===== src/rtl/shared_pkg.sv =====
// Shared types for the oversampling UART receiver: FSM states, parity modes and the FIFO entry layout.
package shared_pkg;

  localparam int MAX_DATA_BITS = 9;

  typedef enum logic [2:0] {IDLE, START, DATA, PARITY, STOP} uart_rx_state_e;

  typedef enum logic [1:0] {PAR_NONE, PAR_ODD, PAR_EVEN} parity_mode_e;

  // Data is sized for the widest legal frame; narrower builds leave the top bits zero.
  typedef struct packed {
    logic                     brk;
    logic                     ferr;
    logic                     perr;
    logic [MAX_DATA_BITS-1:0] data;
  } uart_rx_entry_t;

  function automatic logic maj3(input logic a, input logic b, input logic c);
    return (a & b) | (a & c) | (b & c);
  endfunction

endpackage


===== src/rtl/uart_rx_fifo.sv =====
// Generic synchronous first-word-fall-through FIFO with exact occupancy count.
module uart_rx_fifo #(
  parameter int WIDTH = 8,
  parameter int DEPTH = 8
) (
  input  logic                     clk,
  input  logic                     rst,
  input  logic                     push,
  input  logic [WIDTH-1:0]         push_data,
  input  logic                     pop,
  output logic [WIDTH-1:0]         pop_data,
  output logic                     full,
  output logic                     empty,
  output logic [$clog2(DEPTH):0]   count
);
  localparam int AW = $clog2(DEPTH);
  localparam logic [AW:0] FULL_CNT = DEPTH[AW:0];

  logic [WIDTH-1:0] mem [DEPTH];
  logic [AW-1:0]    wr_ptr, rd_ptr;
  logic             do_push, do_pop;

  assign empty    = (count == '0);
  assign full     = (count == FULL_CNT);
  assign do_pop   = pop && !empty;
  // A full FIFO still accepts a push when the head leaves in the same cycle.
  assign do_push  = push && (!full || do_pop);
  assign pop_data = mem[rd_ptr];

  always_ff @(posedge clk) begin
    if (do_push) mem[wr_ptr] <= push_data;
  end

  always_ff @(posedge clk) begin
    if (rst) begin
      wr_ptr <= '0;
      rd_ptr <= '0;
      count  <= '0;
    end else begin
      if (do_push) wr_ptr <= wr_ptr + 1'b1;
      if (do_pop)  rd_ptr <= rd_ptr + 1'b1;
      case ({do_push, do_pop})
        2'b10:   count <= count + 1'b1;
        2'b01:   count <= count - 1'b1;
        default: ;
      endcase
    end
  end

endmodule


===== src/rtl/uart_rx_os.sv =====
// Oversampling UART receiver with glitch-filtered start detection and a receive FIFO.
// Define UART_RX_MAJORITY_EN to decide each bit by 2-of-3 majority around the mid tick.
module uart_rx_os
  import shared_pkg::*;
#(
  parameter int DATA_BITS       = 8,
  parameter int PARITY_EN       = 0,
  parameter int STOP_BITS       = 1,
  parameter int OVERSAMPLE      = 16,
  parameter int CLKS_PER_SAMPLE = 27,
  parameter int FIFO_DEPTH      = 8
) (
  input  logic                          clk,
  input  logic                          rst,
  input  logic                          rx,
  output logic [DATA_BITS-1:0]          rx_data,
  output logic                          rx_perr,
  output logic                          rx_ferr,
  output logic                          rx_brk,
  output logic                          rx_valid,
  input  logic                          rx_ready,
  output logic                          overrun,
  output logic                          busy,
  output logic [$clog2(FIFO_DEPTH):0]   fifo_count
);
  localparam parity_mode_e PMODE = parity_mode_e'(PARITY_EN);
  localparam int OSW = $clog2(OVERSAMPLE);
  localparam int CW  = (CLKS_PER_SAMPLE > 1) ? $clog2(CLKS_PER_SAMPLE) : 1;
  localparam logic [CW-1:0]  CNT_LAST  = CW'(CLKS_PER_SAMPLE - 1);
  localparam logic [OSW-1:0] OS_LAST   = OSW'(OVERSAMPLE - 1);
`ifdef UART_RX_MAJORITY_EN
  localparam logic [OSW-1:0] SAMPLE_AT = OSW'(OVERSAMPLE / 2 + 1);
`else
  localparam logic [OSW-1:0] SAMPLE_AT = OSW'(OVERSAMPLE / 2);
`endif
  localparam logic [3:0] LAST_BIT  = 4'(DATA_BITS - 1);
  localparam logic       LAST_STOP = 1'(STOP_BITS - 1);

  uart_rx_state_e state_q, state_d;
  logic                 sync1, rxs, armed;
  logic [CW-1:0]        clk_cnt;
  logic [OSW-1:0]       os_cnt;
  logic [3:0]           bit_cnt;
  logic                 stop_cnt;
  logic [DATA_BITS-1:0] shreg;
  logic                 pbit, ferr;
  logic                 tick, samp, bit_end, bit_val;
  logic                 start_det, push;
  uart_rx_entry_t       push_entry, head;
  logic                 full, empty;
  logic                 unused_head;

  assign tick    = (clk_cnt == CNT_LAST);
  assign samp    = tick && (os_cnt == SAMPLE_AT);
  assign bit_end = tick && (os_cnt == OS_LAST);

`ifdef UART_RX_MAJORITY_EN
  logic [1:0] maj_sr;
  always_ff @(posedge clk) begin
    if (rst)       maj_sr <= 2'b11;
    else if (tick) maj_sr <= {maj_sr[0], rxs};
  end
  assign bit_val = maj3(maj_sr[1], maj_sr[0], rxs);
`else
  assign bit_val = rxs;
`endif

  always_ff @(posedge clk) begin
    if (rst) state_q <= IDLE;
    else     state_q <= state_d;
  end

  always_comb begin
    state_d   = state_q;
    start_det = 1'b0;
    push      = 1'b0;
    case (state_q)
      IDLE:   if (armed && !rxs) begin
                state_d   = START;
                start_det = 1'b1;
              end
      START:  if (samp && bit_val) state_d = IDLE;
              else if (bit_end)    state_d = DATA;
      DATA:   if (bit_end && bit_cnt == LAST_BIT)
                state_d = (PMODE != PAR_NONE) ? PARITY : STOP;
      PARITY: if (bit_end) state_d = STOP;
      // Leave at the mid sample of the last stop bit to catch a back-to-back start edge.
      STOP:   if (samp && stop_cnt == LAST_STOP) begin
                push    = 1'b1;
                state_d = IDLE;
              end
      default: state_d = IDLE;
    endcase
  end

  always_comb begin
    push_entry = '0;
    push_entry.data[DATA_BITS-1:0] = shreg;
    push_entry.ferr = ferr | ~bit_val;
    push_entry.perr = (PMODE != PAR_NONE) && ((^shreg ^ pbit) != (PMODE == PAR_ODD));
    push_entry.brk  = push_entry.ferr && (shreg == '0) && (PMODE == PAR_NONE || !pbit);
  end

  always_ff @(posedge clk) begin
    if (rst) begin
      sync1    <= 1'b1;
      rxs      <= 1'b1;
      armed    <= 1'b0;
      clk_cnt  <= '0;
      os_cnt   <= '0;
      bit_cnt  <= '0;
      stop_cnt <= 1'b0;
      shreg    <= '0;
      pbit     <= 1'b0;
      ferr     <= 1'b0;
      overrun  <= 1'b0;
    end else begin
      sync1   <= rx;
      rxs     <= sync1;
      clk_cnt <= (start_det || tick) ? '0 : clk_cnt + 1'b1;
      overrun <= push && full && !rx_ready;
      if (state_q == IDLE) begin
        os_cnt   <= '0;
        bit_cnt  <= '0;
        stop_cnt <= 1'b0;
        // Re-arm only on a high sample so a line stuck low cannot start frames.
        if (start_det) begin
          armed <= 1'b0;
          ferr  <= 1'b0;
          pbit  <= 1'b0;
        end else if (tick && rxs) begin
          armed <= 1'b1;
        end
      end else if (tick) begin
        os_cnt <= bit_end ? '0 : os_cnt + 1'b1;
        if (samp) begin
          case (state_q)
            DATA:    shreg <= {bit_val, shreg[DATA_BITS-1:1]};
            PARITY:  pbit  <= bit_val;
            STOP:    if (!bit_val) ferr <= 1'b1;
            default: ;
          endcase
        end
        if (bit_end) begin
          if (state_q == DATA) bit_cnt  <= bit_cnt + 1'b1;
          if (state_q == STOP) stop_cnt <= 1'b1;
        end
      end
    end
  end

  uart_rx_fifo #(
    .WIDTH ($bits(uart_rx_entry_t)),
    .DEPTH (FIFO_DEPTH)
  ) u_fifo (
    .clk       (clk),
    .rst       (rst),
    .push      (push),
    .push_data (push_entry),
    .pop       (rx_ready),
    .pop_data  (head),
    .full      (full),
    .empty     (empty),
    .count     (fifo_count)
  );

  assign unused_head = ^head;
  assign busy     = (state_q != IDLE);
  assign rx_valid = !empty;
  assign rx_data  = rx_valid ? head.data[DATA_BITS-1:0] : '0;
  assign rx_perr  = rx_valid && head.perr;
  assign rx_ferr  = rx_valid && head.ferr;
  assign rx_brk   = rx_valid && head.brk;

endmodule


===== config.mk =====
export PLATFORM = sky130hd
export DESIGN_NAME = uart_rx_os
export DESIGN_NICKNAME = d
export VERILOG_FILES = /design/src/rtl/shared_pkg.sv /design/src/rtl/uart_rx_fifo.sv /design/src/rtl/uart_rx_os.sv
export SDC_FILE = /design/constraint.sdc
export NUM_CORES = 1
export LEC_CHECK = 0
export CAP_MARGIN = 30
export CORE_UTILIZATION = 55
export CTS_BUF_LIST = sky130_fd_sc_hd__clkbuf_8
export DETAILED_ROUTE_END_ITERATION = 7
export PLACE_DENSITY = 0.79
export SYNTH_ARGS = -nofsm -noshare
export SYNTH_HDL_FRONTEND = slang
export SYNTH_HIERARCHICAL = 1
export SYNTH_SLANG_ARGS = --single-unit
export TNS_END_PERCENT = 5

===== constraint.sdc =====
create_clock -name clk -period 7.4 [get_ports clk]
set_clock_uncertainty 0.1 [all_clocks]
set_input_delay 1.48 -clock clk [delete_from_list [all_inputs] [get_ports clk]]
set_output_delay 1.48 -clock clk [all_outputs]
set_load 0.02 [all_outputs]

**Run 1: the metal 1 layer**

Scale bar: 20 µm.
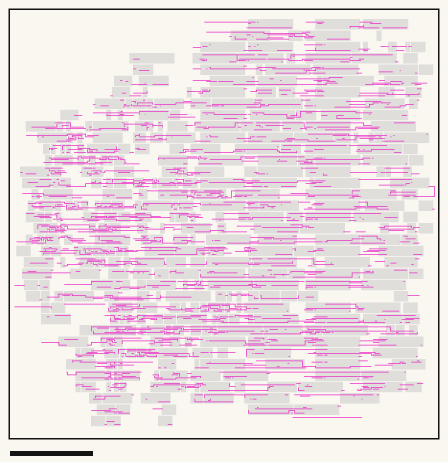
The longest straight run is 53.8 µm. The layer holds 45% of the routed length. The layer carries 4,300 µm of wire.
vias: 3,174
final wirelength: 9.64 mm

**Run 1: M2 wires**

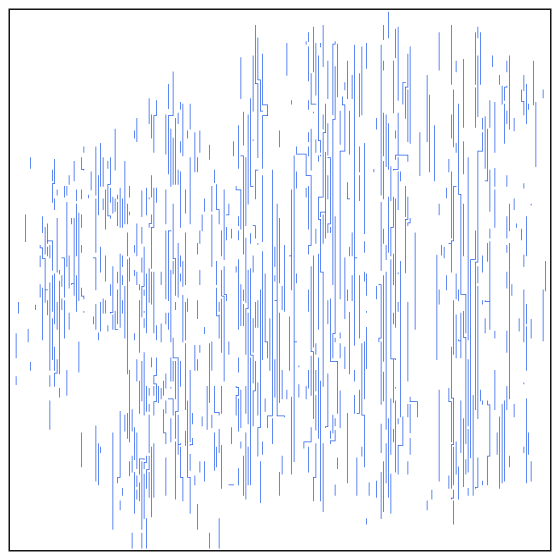
368 nets have wire on it. The layer holds 50% of the routed length. The wires run mostly vertical. The layer carries 4,850 µm of wire. The longest straight run is 58.1 µm.

**Run 1: met3 routing**

Scale bar: 20 µm.
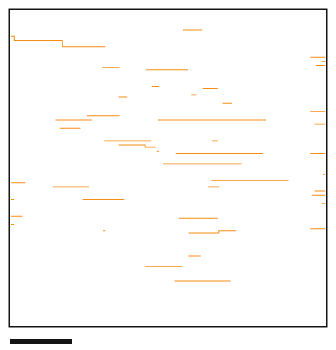
30 nets have wire on it. The layer carries 375 µm of wire. The layer holds 3.9% of the routed length. The longest straight run is 34.7 µm. The wires run mostly horizontal.

==> run 1: layout make-up <==
class / count / area (µm²)
clock buffers: 17 / 234
multi-input cells: 221 / 1930
flip-flops and latches: 131 / 3500
clock inverters: 14 / 164
well taps: 133 / 166
inverters: 15 / 56.3
repair buffers: 31 / 293
fillers: 731 / 3470
==> run 1: worst reg2reg max path: cells and delay by family (launching register included) <==
kind,cells,cell delay (ns)
buffers and inverters,2,0.13
and+or+nand+nor,6,2.61
adders and majority gates,2,0.48
DFF,1,0.34
AOI/OAI and AO/OA,1,0.16
==> run 1: per-layer routing <==
layer | up-vias | part of all wire
li1 | 1530 | -
met1 | 1566 | 0.45
met2 | 64 | 0.50
met3 | 14 | 0.039
met4 | 0 | 0.012
met5 | - | 0
==> run 1: how the worst min path moves through the flow <==
stage	end	slack, ns	cells past startpoint
detailed placement	bit_val	0.31	1
global placement	bit_val	0.29	1
CTS	bit_val	0.33	1
global route	bit_val	0.36	1
finish	bit_val	0.33	1
floorplan	bit_val	0.29	1
==> run 1: flip-flops by register name, indices dropped and copies added (netlist names), named ones only <==
register / cells
u_fifo/mem: 88
overrun: 1
os_cnt: 4
u_fifo/wr_ptr: 3
ferr: 1
bit_cnt: 4
shreg: 8
stop_cnt: 1
u_fifo/count: 4
bit_val: 1
sync1: 1
u_fifo/rd_ptr: 3
clk_cnt: 5
state_q: 3
armed: 1
==> run 1: through the flow <==
step | worst slack, ns | hold slack [ns]
after CTS | 2.92 | 0.332
after global placement | 3.35 | 0.293
after global routing | 2.77 | 0.355
after detailed placement | 3.20 | 0.305
final | 2.96 | 0.326
after floorplan | 3.88 | 0.289
==> run 1: placed cells by master, fill, tap and decap left out, types with 5 or more instances in the layout <==
master and n:
clkdlybuf4s50_1 21, nor2_1 27, xor2_1 5, nand3_1 11, nand2_1 18, dfxtp_1 43, o211ai_1 6, clkbuf_8 17
ha_1 9, mux2_2 11, a21oi_1 11, inv_1 15, nor2b_1 11, edfxtp_1 88, nor4_1 5, nor3_1 7
mux4_1 19, conb_1 8, buf_4 8, mux2i_1 13, or3_1 8
==> run 1: where the power goes <==
group          internal, W  switching (W)  leakage [nW]
Sequential        0.000790      0.0000282          1.31
Clock             0.000329       0.000268         0.191
Combinational     0.000140       0.000171         0.896
Total              0.00126       0.000467          2.40
==> results.yml, run 1 <==
# physical design summary
outcome:
  status: "finished, final reports clean"
floorplanning:
  rows: 36
  ios: 22
  chipHeight_um: 103
  coreArea_mm2: 0.00982
  die-area_mm2: 0.0106
  die_x_um: 103
  fp_util: 0.568
drt:
  dr.pass1.iters: 5
  vias_per_cell: 5.65
  postRouteAntennaNets: 0
  first_iter_violations: 172
  drc_errors: 0
  wl_per_cell_um: 17.2
setup_path:
  rr_worst_depth: 11
  cp-endpoint: "rx_data[1]"
  crit_arrival_ns: 2.86
  cpPeakStageDelay_ns: 0.79
  crit_fanout: 12
  cp_slowest_cell: "nor2_1"
  crit_start: "u_fifo/count[0]"
  cp_num_buf_inv: 1
  rr_startpoint: "clk_cnt[0]"
  start_kind: "flip-flop"
  cp.required_ns: 5.82
  crit_cells: 4
  critical_path_class: "flip-flop to output port"
  r2r-end: "u_fifo/count[3]"
  cp-end-kind: "output port"
  path_cells: "or3_1, nor2_1, nor2b_1, clkdlybuf4s50_1"
  r2r_slack_ns: 3.53
  crit_family: "simple AND/OR/NAND/NOR gates"
flow_run:
  tool_warnings: 28
  maxCapViolations: 0
timing:
  period_used_share: 0.600
  max_clock_freq_ghz: 0.225
  max_slew_margin: 0.273
  worst_pin_slew_ns: 1.08
  rsz0062_at_grt: "false"
  setup_viol: 0
  final.min_clock_period_ns: 4.44
  final.setup.tns_ns: 0
  hold_viol_final: 0
  slew_viol_final: 0
global_routing:
  grt_util_met2: 0.351
  busiest_layer: "met2"
  grt_max_degree: 27
  grt_pass1_wl_mm: 15.6
  met3_usage: 0.0427
  antenna_found_initial: 0
  met1_usage: 0.250
  grt_overflow_total: 0
  grt_pass1_vias: 3136
  track_usage: 0.204
place:
  dp_hpwl_mm: 6.02
  gp_congestion: 0.751
  dpl_cell_area_mm2: 0.00594
  dp_cells: 529
  io_buffers: 21
clocking:
  ctsResizeCount: 0
  numCtsBuffers: 17
  cts_sinks: 131
  cts_tree: "done"
  htree_levels: 4
  insertion_delay_ns: 0.42
  clkTransAtPathRegs_ns: 0.07
  hold_buffers: 0
  clock_path_buffers: 2
  postCtsSetupBuffers: 0
  cts_root_buf: "clkbuf_8"
synthesis:
  yosys_warnings: 6
  netlist_area_mm2: 0.00558
  synthCells: 380
  avgSynthCellArea_um2: 14.7
worst_hold_path:
  hold_start: "sync1"
  hold_path.class: "flip-flop to flip-flop"
layout:
  final_nets: 431
  layout-drive-gt1-share: 0.145
  areaGrowthSynthToFinish_pct: 13.8
  fin_util: 0.647
  design_area_mm2: 0.00635
  stdcell_count: 562
  num_antenna_cells: 0
pwr:
  powerDensity_mw_per_mm2: 272
  p_leak_nw: 2.40
  power_w: 0.00173
  ir_worst_vdd_mv: 0.121
**Run 1: clock routing**

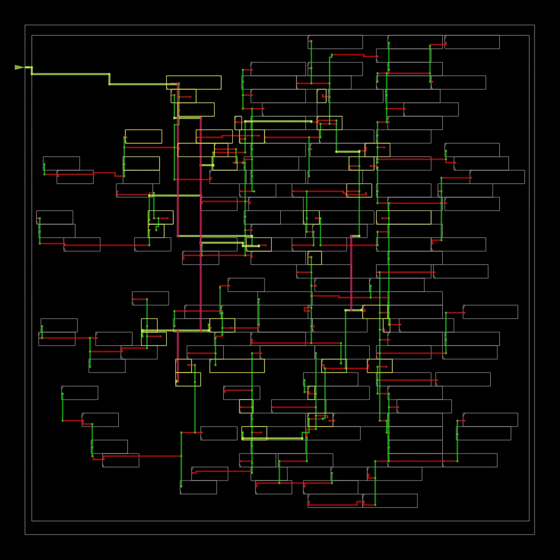

==> run 1 -> run 2 <==
==> constraint.sdc (replaced) <==
create_clock -name clk -period 4.4 [get_ports clk]
set_clock_uncertainty 0.1 [all_clocks]
set_input_delay 0.88 -clock clk [delete_from_list [all_inputs] [get_ports clk]]
set_output_delay 0.88 -clock clk [all_outputs]
set_load 0.02 [all_outputs]
**Run 2: clock routing**

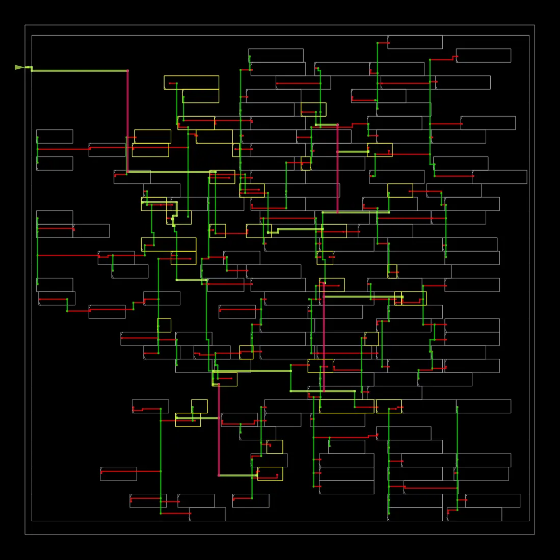
CTS Sinks: 131
TritonCTS Buffers: 17
Late-Pin Clk Latency: 0.42 ns

==> results.yml, run 2 <==
# physical design summary
timing:
  setup_viol: 0
  worst_pin_slew_ns: 0.642
  hold_viol_final: 0
  period_used_share: 0.828
  max_slew_margin: 0.571
  max_clock_freq_ghz: 0.275
  final.setup.tns_ns: 0
  slew_viol_final: 0
  rsz0062_at_grt: "false"
  final.min_clock_period_ns: 3.64
worst_hold_path:
  hold_path.class: "flip-flop to flip-flop"
  hold_depth: 1
  hold_start: "sync1"
  min_to: "bit_val"
floorplanning:
  coreArea_mm2: 0.00982
  chipHeight_um: 103
  die-area_mm2: 0.0106
  die_x_um: 103
  rows: 36
  fp_util: 0.568
  ios: 22
place:
  io_buffers: 21
  dp_cells: 535
  dp_hpwl_mm: 6.11
  gp_congestion: 0.794
  dpl_cell_area_mm2: 0.00597
pwr:
  ir_worst_vdd_mv: 0.226
  p_leak_nw: 2.42
  power_w: 0.00292
  powerDensity_mw_per_mm2: 458
setup_path:
  crit_arrival_ns: 2.66
  cp-end-kind: "output port"
  path_cells: "buf_4, mux4_1, mux2_2, nor2b_1, clkdlybuf4s50_1"
  rr_worst_depth: 10
  rr_startpoint: "state_q[2]"
  r2r-end: "u_fifo/count[3]"
  start_kind: "flip-flop"
  crit_fanout: 22
  cp_slowest_cell: "mux4_1"
  r2r_slack_ns: 1.59
  critical_path_class: "flip-flop to output port"
  cpPeakStageDelay_ns: 0.64
  cp.required_ns: 3.42
global_routing:
  grt_overflow_total: 0
  grt_pass1_wl_mm: 15.6
  grt_pass1_vias: 3180
  track_usage: 0.203
  antenna_found_initial: 0
  grt_max_degree: 23
layout:
  reg.largest.list: "u_fifo/mem: 88 flops, shreg: 8 flops, clk_cnt: 5 flops"
  final.fill_count: 723
  design_area_mm2: 0.00637
  layout_top_cell: "edfxtp_1"
  num_antenna_cells: 0
  fin_util: 0.649
  stdcell_count: 566
  layout-drive-gt1-share: 0.155
  final_nets: 435
  largest_reg_flops: 88
  areaGrowthSynthToFinish_pct: 14.2
  regMostFlops: "u_fifo/mem"
  final_cell_mix: "edfxtp_1, dfxtp_1, nor2_1"
drt:
  dr.pass1.iters: 4
  vias_per_cell: 5.58
  drc_errors: 0
  first_iter_violations: 174
  vias: 3159
  wl_per_cell_um: 16.7
  postRouteAntennaNets: 0
  wl_mm: 9.46
clocking:
  clkTransAtPathRegs_ns: 0.07
  ctsResizeCount: 0
  cts_tree: "done"
  clock_path_buffers: 2
  htree_levels: 4
  hold_buffers: 0
  postCtsSetupBuffers: 0
  cts_root_buf: "clkbuf_8"
flow_run:
  tool_warnings: 28
  maxCapViolations: 0
synthesis:
  synthCells: 380
  avgSynthCellArea_um2: 14.7
  netlist_area_mm2: 0.00558
  yosys_warnings: 6
outcome:
  status: "finished, final reports clean"
**Run 2: met3 routing**

Scale bar: 20 µm.
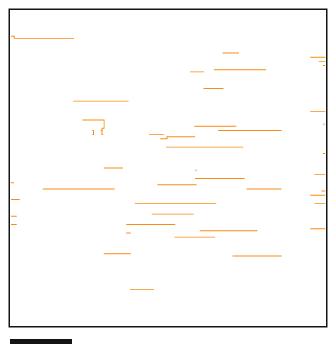
26 nets have wire on it. The wires run mostly horizontal. The longest straight run is 26.2 µm. The layer holds 4.1% of the routed length.

[run 2: worst max path at each step]
stage | endpoint | slack [ns] | cells past startpoint
floorplan | u_fifo/mem[0][0] | 1.27 | 6
global placement | u_fifo/count[3] | 1.22 | 9
detailed placement | rx_data[3] | 1.16 | 5
CTS | rx_data[3] | 0.70 | 5
global route | rx_data[3] | 0.63 | 5
finish | rx_data[3] | 0.76 | 5
[run 2: layout make-up]
type / instances / area [µm²] / area share
clock buffers: 17 / 234 / 0.0367
repair buffers: 35 / 315 / 0.0495
well taps: 133 / 166 / 0.0261
clock inverters: 14 / 165 / 0.0259
inverters: 15 / 56.3 / 0.00883
multi-input cells: 221 / 1930 / 0.303
flip-flops and latches: 131 / 3500 / 0.550
[run 2: metrics by stage]
stage	worst slack [ns]	hold WS, ns
after floorplan	1.27	0.289
after global placement	1.22	0.292
after detailed placement	1.16	0.293
after CTS	0.698	0.310
after global routing	0.633	0.329
final	0.758	0.309
[run 2: worst max-delay path: cells and delay by family (launching register included)]
family                 cells  cell delay [ns]
AND/OR/NAND/NOR            1             0.13
buffers and inverters      2             0.87
multiplexers               2             0.92
flip-flops                 1             0.31
[run 2: per-layer routing]
layer / routed length [µm] / share of wire / track usage / vias to the layer above
li1: - / - / - / 1533
met1: 4060 / 0.43 / 0.241 / 1550
met2: 4940 / 0.52 / 0.360 / 65
met3: 383 / 0.040 / 0.0529 / 11
met4: 78 / 0.0082 / 0.0626 / 0
met5: 0 / 0 / 0 / -
[run 2: power breakdown]
part	total, W	switching, W	internal (W)
registers	0.00137	0.0000392	0.00133
clock network	0.00100	0.000448	0.000554
logic	0.000547	0.000299	0.000248
**Run 2: the metal 1 layer**

Scale bar: 20 µm.
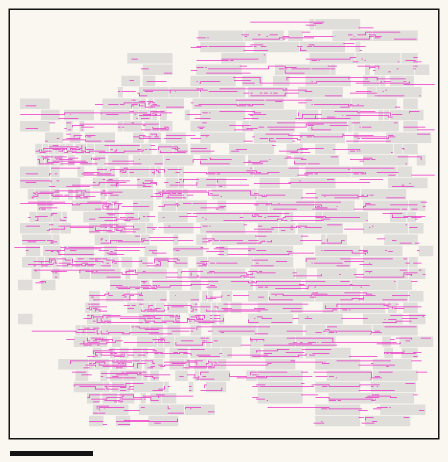

==> run 2 -> run 3 <==
==> constraint.sdc (replaced) <==
create_clock -name clk -period 3.54 [get_ports clk]
set_clock_uncertainty 0.1 [all_clocks]
set_input_delay 0.708 -clock clk [delete_from_list [all_inputs] [get_ports clk]]
set_output_delay 0.708 -clock clk [all_outputs]
set_load 0.02 [all_outputs]
**Run 3: the metal 1 layer**

Scale bar: 20 µm.
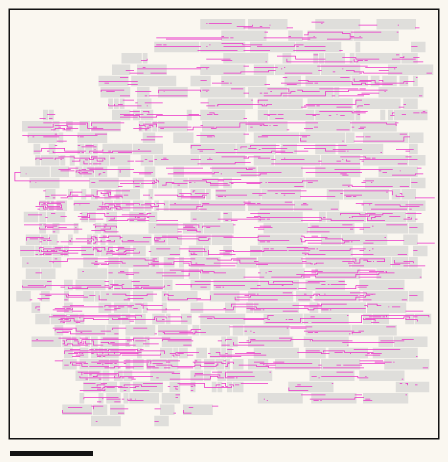
The layer holds 43% of the routed length. The layer carries 4,210 µm of wire. 407 nets have wire on it. The longest straight run is 21.2 µm.
vias: 3,172
GR Util met1: 0.241
final wirelength: 9.75 mm

==> results.yml, run 3 <==
# physical design summary
outcome:
  status: "finished, final reports clean"
timing:
  worst_pin_slew_ns: 0.650
  period_used_share: 0.940
  hold_viol_final: 0
  final.min_clock_period_ns: 3.33
  slew_viol_final: 0
  max_clock_freq_ghz: 0.300
  rsz0062_at_grt: "false"
  max_slew_margin: 0.566
  final.setup.tns_ns: 0
  finalWorstSetupSlack_ns: 0.211
  setup_viol: 0
floorplanning:
  fp_util: 0.568
  ios: 22
  die_x_um: 103
  rows: 36
  chipHeight_um: 103
  coreArea_mm2: 0.00982
  die-area_mm2: 0.0106
setup_path:
  crit_fanout: 22
  r2r_slack_ns: 0.70
  crit_arrival_ns: 2.52
  cp.required_ns: 2.73
  cp-end-kind: "output port"
  rr_worst_depth: 7
  critical_path_class: "flip-flop to output port"
  r2r-end: "u_fifo/mem[0][10]"
  start_kind: "flip-flop"
  rr_startpoint: "state_q[2]"
layout:
  final_nets: 435
  final.fill_count: 735
  regMostFlops: "u_fifo/mem"
  largest_reg_flops: 88
  layout_top_cell: "edfxtp_1"
  areaGrowthSynthToFinish_pct: 14.5
  final_cell_mix: "edfxtp_1, dfxtp_1, nor2_1"
  layout-drive-gt1-share: 0.157
  num_antenna_cells: 0
  stdcell_count: 566
  reg.largest.list: "u_fifo/mem: 88 flops, shreg: 8 flops, clk_cnt: 5 flops"
clocking:
  postCtsSetupBuffers: 0
  cts_sinks: 131
  clock_path_buffers: 2
  ctsResizeCount: 0
  hold_buffers: 0
  clkTransAtPathRegs_ns: 0.08
  cts_root_buf: "clkbuf_8"
  htree_levels: 4
  insertion_delay_ns: 0.43
  numCtsBuffers: 17
  cts_tree: "done"
pwr:
  ir_worst_vdd_mv: 0.299
  powerDensity_mw_per_mm2: 572
  p_leak_nw: 2.42
global_routing:
  antenna_found_initial: 0
  grt_max_degree: 23
  grt_pass1_wl_mm: 15.1
  track_usage: 0.203
  grt_pass1_vias: 2998
  grt_overflow_total: 0
synthesis:
  yosys_warnings: 6
  avgSynthCellArea_um2: 14.7
  synthCells: 380
  netlist_area_mm2: 0.00558
worst_hold_path:
  hold_path.class: "flip-flop to flip-flop"
  hold_depth: 1
  min_to: "bit_val"
  hold_start: "sync1"
drt:
  postRouteAntennaNets: 0
  vias_per_cell: 5.60
  wl_per_cell_um: 17.2
  drc_errors: 0
  first_iter_violations: 134
  dr.pass1.iters: 4
flow_run:
  tool_warnings: 28
  maxCapViolations: 0
place:
  gp_congestion: 0.774
  dp_cells: 535
  dp_hpwl_mm: 6.17
  io_buffers: 21
  post-place-ws_ns: 0.484
**Run 3: met3 routing**

Scale bar: 20 µm.
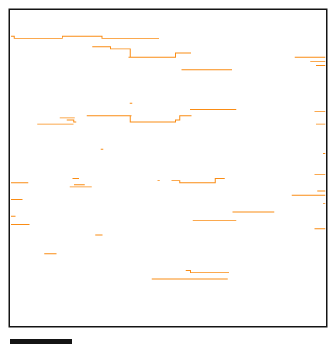
27 nets have wire on it. The layer holds 3.5% of the routed length. The wires run mostly horizontal.

## run 3: cell type report
| type | instances | area, µm² | share of cell area |
|---|---|---|---|
| tap | 133 | 166 | 0.0261 |
| sequential | 131 | 3500 | 0.548 |
| clock inverter | 14 | 166 | 0.0261 |
| timing repair buffer | 35 | 328 | 0.0513 |
| multi-input combinational | 221 | 1930 | 0.303 |
| inverter | 15 | 56.3 | 0.00881 |
| clock buffer | 17 | 234 | 0.0366 |
## run 3: metal layers
metal | part of all wire | global-route usage | vias up
met2 | 0.52 | 0.346 | 54
met1 | 0.43 | 0.241 | 1577
met4 | 0.014 | 0.0703 | 0
met5 | 0 | 0 | -
met3 | 0.034 | 0.0678 | 9
li1 | - | - | 1532
## run 3: report_power, final
part / leakage, nW / switching (W) / total [W] / internal, W
Sequential: 1.31 / 0.0000536 / 0.00170 / 0.00165
Clock: 0.187 / 0.000562 / 0.00125 / 0.000687
Combinational: 0.918 / 0.000379 / 0.000702 / 0.000323
Total: 2.42 / 0.000995 / 0.00366 / 0.00266
## run 3: worst max path at each step
stage / start / to / slack, ns / cells after the start
after floorplan: state_q[2] / u_fifo/mem[0][0] / 0.41 / 6
after global placement: rx_ready / u_fifo/count[3] / 0.55 / 9
after detailed placement: rx_ready / u_fifo/count[3] / 0.48 / 9
after CTS: flip-flop / rx_data[2] / 0.17 / 5
after global routing: flip-flop / rx_data[2] / 0.11 / 5
final: flip-flop / rx_data[2] / 0.21 / 5
## run 3: critical path, cell delays in order, from the launching register on
cell and delay, ns:
dfxtp_1 0.36, buf_12 0.20, mux4_1 0.58, mux2_2 0.27
nor2b_1 0.13, clkdlybuf4s50_1 0.55
## run 3: stage by stage
stage	instance area, µm²	power, W	hold WS (ns)	utilization
6_report	6390	0.00366	0.344	0.650
5_1_grt	6390	0.00382	0.353	0.650
4_1_cts	6390	0.00369	0.343	0.650
3_5_place_dp	5990	0.00245	0.316	0.610
3_3_place_gp	5990	0.00242	0.294	0.610
2_1_floorplan	5610	0.00224	0.289	-
No activity file was given, so power comes from the tool's default toggle rates.
